## src/rtl/irq_prio_ctrl.sv

```systemverilog
// Priority interrupt controller feeding CP0.
// Synchronises three external interrupt lines, latches their requests, applies
// a software enable mask, tracks nested in-service levels and drives the
// registered 3-bit interruptSignal level (0 = none, 1..3; 3 is highest).
module irq_prio_ctrl #(
    parameter int SYNC_STAGES = 2,    // synchroniser flops per line, 2..4
    parameter bit EDGE_MODE   = 1'b1  // 1 = rising-edge requests, 0 = level
) (
    input  logic       clk,
    input  logic       rst,
    input  logic [2:0] irq_raw,
    input  logic       mask_we,
    input  logic [2:0] mask_wdata,
    input  logic       int_ack,
    input  logic       eret_done,
    input  logic       ovf_clr,
    output logic [2:0] interruptSignal,
    output logic [2:0] pending,
    output logic [2:0] in_service,
    output logic [2:0] mask,
    output logic [2:0] overflow
);

    // Highest set bit of a 3-bit vector as a level number (0 when empty).
    function automatic logic [1:0] top_lvl(input logic [2:0] v);
        if (v[2])      return 2'd3;
        else if (v[1]) return 2'd2;
        else if (v[0]) return 2'd1;
        else           return 2'd0;
    endfunction

    logic [SYNC_STAGES-1:0][2:0] sync_q;
    logic [2:0]                  prev_q;
    logic [2:0]                  sync_s;
    logic [2:0]                  req;
    logic [2:0]                  ack_vec;
    logic [2:0]                  retire_vec;
    logic [2:0]                  held_pend;
    logic [2:0]                  pending_nxt;
    logic [2:0]                  isr_nxt;
    logic [2:0]                  mask_nxt;
    logic [2:0]                  overflow_nxt;
    logic [2:0]                  lvl_nxt;
    logic [1:0]                  cand_lvl;
    logic [1:0]                  isr_lvl;

    assign sync_s = sync_q[SYNC_STAGES-1];

    // Synchroniser chain plus one cycle of edge history on its output.
    // NOTE: sequential state uses non-blocking assignments and an asynchronous
    // active-low reset, so every flop clears the instant rst falls.
    always_ff @(posedge clk or negedge rst) begin
        if (!rst) begin
            sync_q <= '0;
            prev_q <= '0;
        end else begin
            sync_q <= {sync_q[SYNC_STAGES-2:0], irq_raw};
            prev_q <= sync_s;
        end
    end

    // Request decode, ack/retire decode and next-state computation.
    // NOTE: every always_comb output receives a default first, so no path can
    // leave a signal unassigned and infer a latch.
    always_comb begin
        req          = EDGE_MODE ? (sync_s & ~prev_q) : sync_s;
        ack_vec      = 3'b000;
        retire_vec   = 3'b000;
        if (int_ack && (interruptSignal != 3'd0))
            ack_vec[interruptSignal[1:0] - 2'd1] = 1'b1;
        if (eret_done && (in_service != 3'b000))
            retire_vec[top_lvl(in_service) - 2'd1] = 1'b1;

        // Retire works on the pre-ack in_service, then the ack bit is added.
        isr_nxt      = (in_service & ~retire_vec) | ack_vec;
        held_pend    = pending & ~ack_vec;
        pending_nxt  = req | held_pend;
        overflow_nxt = (ovf_clr ? 3'b000 : overflow)
                     | (EDGE_MODE ? (req & held_pend) : 3'b000);
        mask_nxt     = mask_we ? mask_wdata : mask;

        // A freshly latched request is offered to the selector one edge after
        // it lands in pending; acks, retires and mask writes count at once so
        // a just-taken level is never shown stale.
        cand_lvl     = top_lvl(held_pend & mask_nxt);
        isr_lvl      = top_lvl(isr_nxt);
        lvl_nxt      = (cand_lvl > isr_lvl) ? {1'b0, cand_lvl} : 3'd0;
    end

    // Controller state registers and the registered level to CP0.
    always_ff @(posedge clk or negedge rst) begin
        if (!rst) begin
            pending         <= '0;
            in_service      <= '0;
            mask            <= '0;
            overflow        <= '0;
            interruptSignal <= '0;
        end else begin
            pending         <= pending_nxt;
            in_service      <= isr_nxt;
            mask            <= mask_nxt;
            overflow        <= overflow_nxt;
            interruptSignal <= lvl_nxt;
        end
    end

endmodule

```

## config.mk

```make
export PLATFORM = sky130hd
export DESIGN_NAME = irq_prio_ctrl
export DESIGN_NICKNAME = d
export VERILOG_FILES = /design/src/rtl/irq_prio_ctrl.sv
export SDC_FILE = /design/constraint.sdc
export NUM_CORES = 1
export LEC_CHECK = 0
export ABC_AREA = 1
export CORE_UTILIZATION = 40
export DETAILED_ROUTE_END_ITERATION = 7
export GPL_ROUTABILITY_DRIVEN = 0
export HOLD_SLACK_MARGIN = 0.1
export PLACE_DENSITY_LB_ADDON = 0.15
export SYNTH_ARGS = -nofsm -noshare
export SYNTH_HDL_FRONTEND = slang
export SYNTH_SLANG_ARGS = --single-unit
export TNS_END_PERCENT = 100
```

## constraint.sdc

```tcl
create_clock -name clk -period 1.7 [get_ports clk]
set_clock_uncertainty 0.05 [all_clocks]
set_input_delay 0.17 -clock clk [delete_from_list [all_inputs] [get_ports clk]]
set_output_delay 0.17 -clock clk [all_outputs]
set_load 0.01 [all_outputs]
```

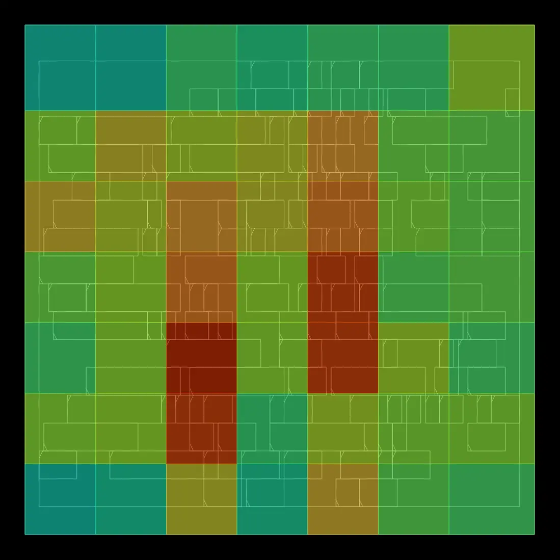
Run 1: routing congestion
global routing met3 resource utilization: 0.0340
busiest layer in global routing: met2
post-layout util: 0.649
global-route total usage across every layer: 0.149

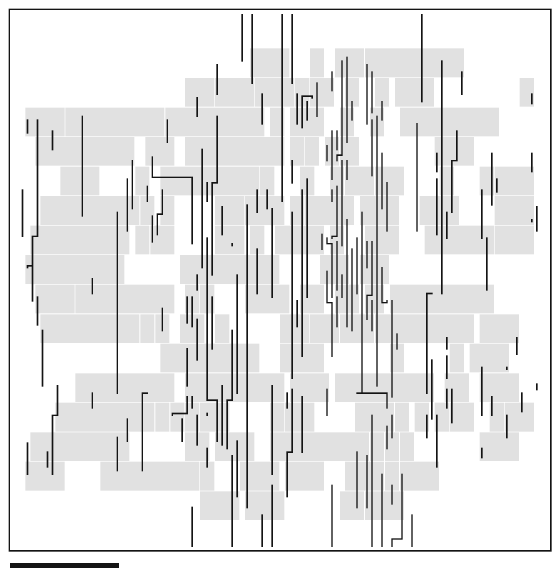
Run 1: metal 2
Bar = 10 um. Cells faint in the background.
wire length on this layer = 782 um
longest straight run = 27.9 um
nets with wire on the layer = 122
GRT met2 Usage: 0.243
via count: 691
Total Routed Length: 1560 um

==> changes_impl.md, run 1 <==
### Physical design

- Outcome: complete, no violations
- Number of placed cells counting well taps: 150
- Smallest hold slack: 0.149 ns
- Avg Synthesized Cell Area: 10.2 um^2
- Total I/O pin count: 27
- Fraction of area in multi-input gates: 0.217
- TritonCTS buffer count: 3
- Proportion of cell area spent on the clock network: 0.0198
- P&R area growth vs syn: 45.3%
- Maximum capacitance violations: 0
- Number of cells in the yosys synthesis report: 89
- Port bufs: 25
- Unrepaired setup endpoints after global routing: no
- Number of flops mapped to enable cells by yosys: 0
- Count of warnings emitted by yosys: 0
- H-tree depth: 1
- Global route total overflow: 0
- Maximum achievable frequency: 636 MHz
- Initial detailed-routing violation count: 4
- Top contributor to total power: combinational cells
- Crit end category: output pin
- Sequential-cell power consumption: 735 uW
- Most common library cells after synthesis: sky130_fd_sc_hd__dfrtp_1, sky130_fd_sc_hd__nand2_1, sky130_fd_sc_hd__inv_1
- Area fraction in compound gates: 0.0686
- Cell depth of the worst setup path: 2
- Final Max Slew Viols: 0
- MUX area fraction: 0
- Chip area line of the yosys report: 912 um^2
- Vert. Die Dim: 49.8 um
- Critical setup path kind: reg2out
- Vias/cell: 4.46
- Via count of the first global-routing pass: 677
- Die ar.: 0.00248 mm^2
- Leakage power: 0.650 nW
- Post-synth regs: 23
- Overall power of the completed layout: 1.79 mW
- Critical Path Slowest Stage Cell: sky130_fd_sc_hd__clkdlybuf4s50_1
- Worst vdd rail ir drop: 0.868 mV
- Adder-cell share of the synthesized area: 0.0274
- Buffer share of cell area: 0.251
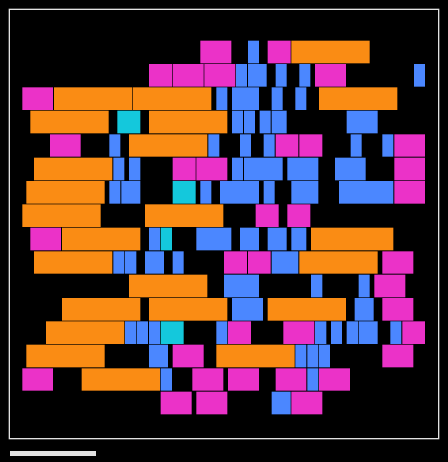
Run 1: placed cells, one colour a class
Bar = 10 um.
blue -> all other logic  # cells 65, share of their area 28%
cyan -> clock drivers and dummy loads  # cells 4, share of their area 2.0%
orange -> flip-flops  # cells 23, share of their area 45%
magenta -> other buffers and delay cells  # cells 36, share of their area 26%
summed area of non-filler cells in the final layout: 0.00133 mm^2
Core ar.: 0.00204 mm^2
flip-flop and latch share of the layout cell area: 0.435
# rows: 16

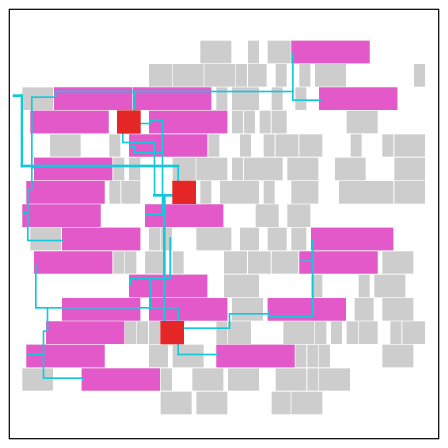
Run 1: routed clock nets over the placement
red -> cells driving clock nets  # count 3
magenta -> flip-flops  # count 23
cyan -> clock wires  # length 235 um
routed clock nets = 4
Clk power: 244 uW
clock insertion delay at the later pin of the skew report: 0.30 ns
share of total power in the clock network: 0.136

Run 1, supply network:
Pins as bars on the die edge. Tap cells in grey.
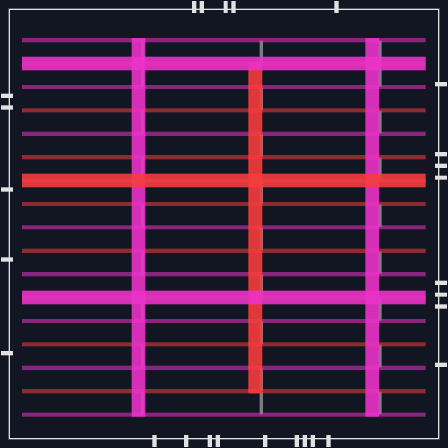

## Run 2: what changed since run 1
--- a/config.mk
+++ b/config.mk
@@ -6,7 +6,7 @@
 export NUM_CORES = 1
 export LEC_CHECK = 0
 export ABC_AREA = 1
-export CORE_UTILIZATION = 40
+export CORE_UTILIZATION = 45
 export DETAILED_ROUTE_END_ITERATION = 7
 export GPL_ROUTABILITY_DRIVEN = 0
 export HOLD_SLACK_MARGIN = 0.1
==> constraint.sdc (replaced) <==
create_clock -name clk -period 1.8 [get_ports clk]
set_clock_uncertainty 0.05 [all_clocks]
set_input_delay 0.18 -clock clk [delete_from_list [all_inputs] [get_ports clk]]
set_output_delay 0.18 -clock clk [all_outputs]
set_load 0.01 [all_outputs]
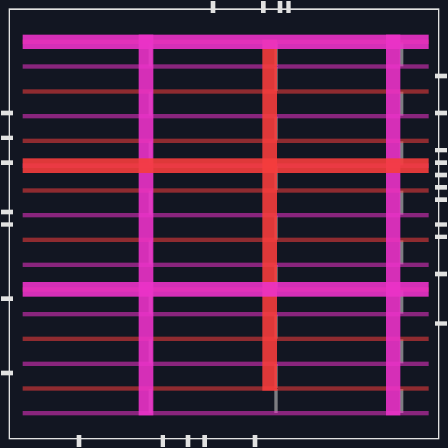
Run 2: supply network
Pins as bars on the die edge. Tap cells in grey.
magenta -> VSS
red -> VDD
rows = 15
tap cells = 25
signal pins = 27
met1 rails = 16
met5 straps = 3
Vert. Die Dim: 47.0 um
Core ar.: 0.00182 mm^2

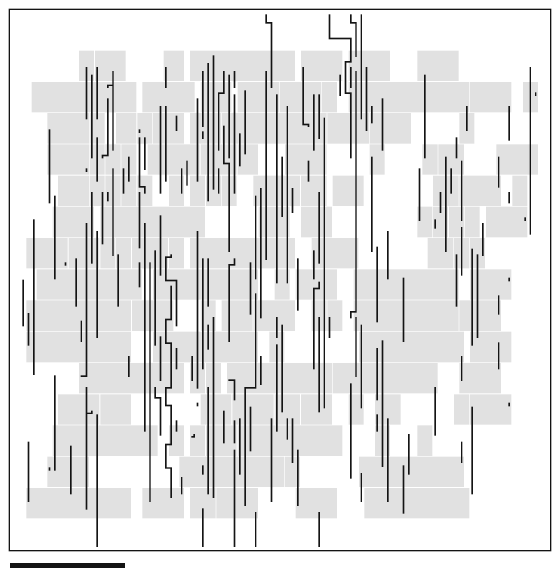
Run 2: metal 2
Bar = 10 um. Cells faint in the background.
main direction = vertical
longest straight run = 25.2 um
wire length on this layer = 927 um
GRT met2 Usage: 0.336
via count: 713

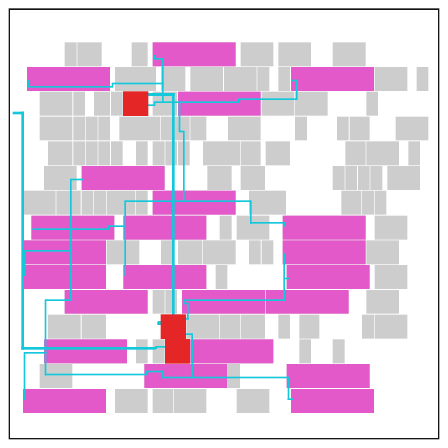
Run 2: routed clock nets over the placement
red -> cells driving clock nets  # count 3
cyan -> clock wires  # length 273 um
magenta -> flip-flops  # count 23
flops lie = spread over the die
clock insertion delay at the later pin of the skew report: 0.32 ns
Clk power: 247 uW
share of total power in the clock network: 0.148

==> run 2 against run 1 <==
Effect of this change: register-to-register slack better by 0.04 ns; sequential power fell by 5.9%; utilization increased by 6.6 points; total power is 6.7% lower; setup slack better by 0.039 ns; synthesized cell count is the same; critical endpoint is now interruptSignal[1].
==> changes_impl.md, run 2 <==
### Physical design

- Outcome: complete, no violations (unchanged)
- Unrepaired setup endpoints after global routing: no (unchanged)
- Smallest hold slack: 0.141 ns (was 0.149 ns)
- First-pass GRT wire length: 2840 um (was 2720 um)
- Initial detailed-routing violation count: 11 (was 4)
- Maximum capacitance violations: 0 (unchanged)
- Worst vdd rail ir drop: 0.928 mV (was 0.868 mV)
- Summed area of non-filler cells in the final layout: 0.00130 mm^2 (was 0.00133 mm^2)
- Adder-cell share of the synthesized area: 0.0274 (unchanged)
- P&R area growth vs syn: 42.7% (was 45.3%)
- H-tree depth: 1 (unchanged)
- Busiest layer in global routing: met2 (unchanged)
- Chip area line of the yosys report: 912 um^2 (unchanged)
- Maximum achievable frequency: 612 MHz
- Port bufs: 25 (unchanged)
- Leakage power: 0.645 nW (was 0.650 nW)
- Post-synth regs: 23 (unchanged)
- Number of placed cells counting well taps: 148 (was 150)
- Proportion of cell area spent on the clock network: 0.0231 (was 0.0198)
- Via count of the first global-routing pass: 660 (was 677)
- Avg Synthesized Cell Area: 10.2 um^2 (unchanged)
- Buffer share of cell area: 0.250 (was 0.251)
- Area fraction in compound gates: 0.0686 (unchanged)
- Cell depth of the worst setup path: 9 (was 2)
- Vias/cell: 4.69 (was 4.46)
- Critical Path Slowest Stage Cell: sky130_fd_sc_hd__dfrtp_1 (was sky130_fd_sc_hd__clkdlybuf4s50_1)
- End of the worst register-to-register path: interruptSignal[1] (unchanged)
- Sequential-cell power consumption: 692 uW (was 735 uW)
- Crit path arrival time: 1.80 ns (was 1.35 ns)
- Global-route total usage across every layer: 0.201 (was 0.149)
- Number of cells in the yosys synthesis report: 89 (unchanged)
- # rows: 15 (was 16)
- Total I/O pin count: 27 (unchanged)
- Most common library cells after synthesis: sky130_fd_sc_hd__dfrtp_1, sky130_fd_sc_hd__nand2_1, sky130_fd_sc_hd__inv_1 (unchanged)
- Post-layout util: 0.715 (was 0.649)
- Area-dominant class: sequential cells (unchanged)
- Die ar.: 0.00221 mm^2 (was 0.00248 mm^2)
- Final Max Slew Viols: 0 (unchanged)
- Top contributor to total power: combinational cells (unchanged)
- #MultiIn Comb: 47 (unchanged)
- Count of warnings emitted by yosys: 0 (unchanged)
- Flip-flop and latch share of the layout cell area: 0.442 (was 0.435)
- Number of flops mapped to enable cells by yosys: 0 (unchanged)
No activity file was given, so power comes from the tool's default toggle rates.
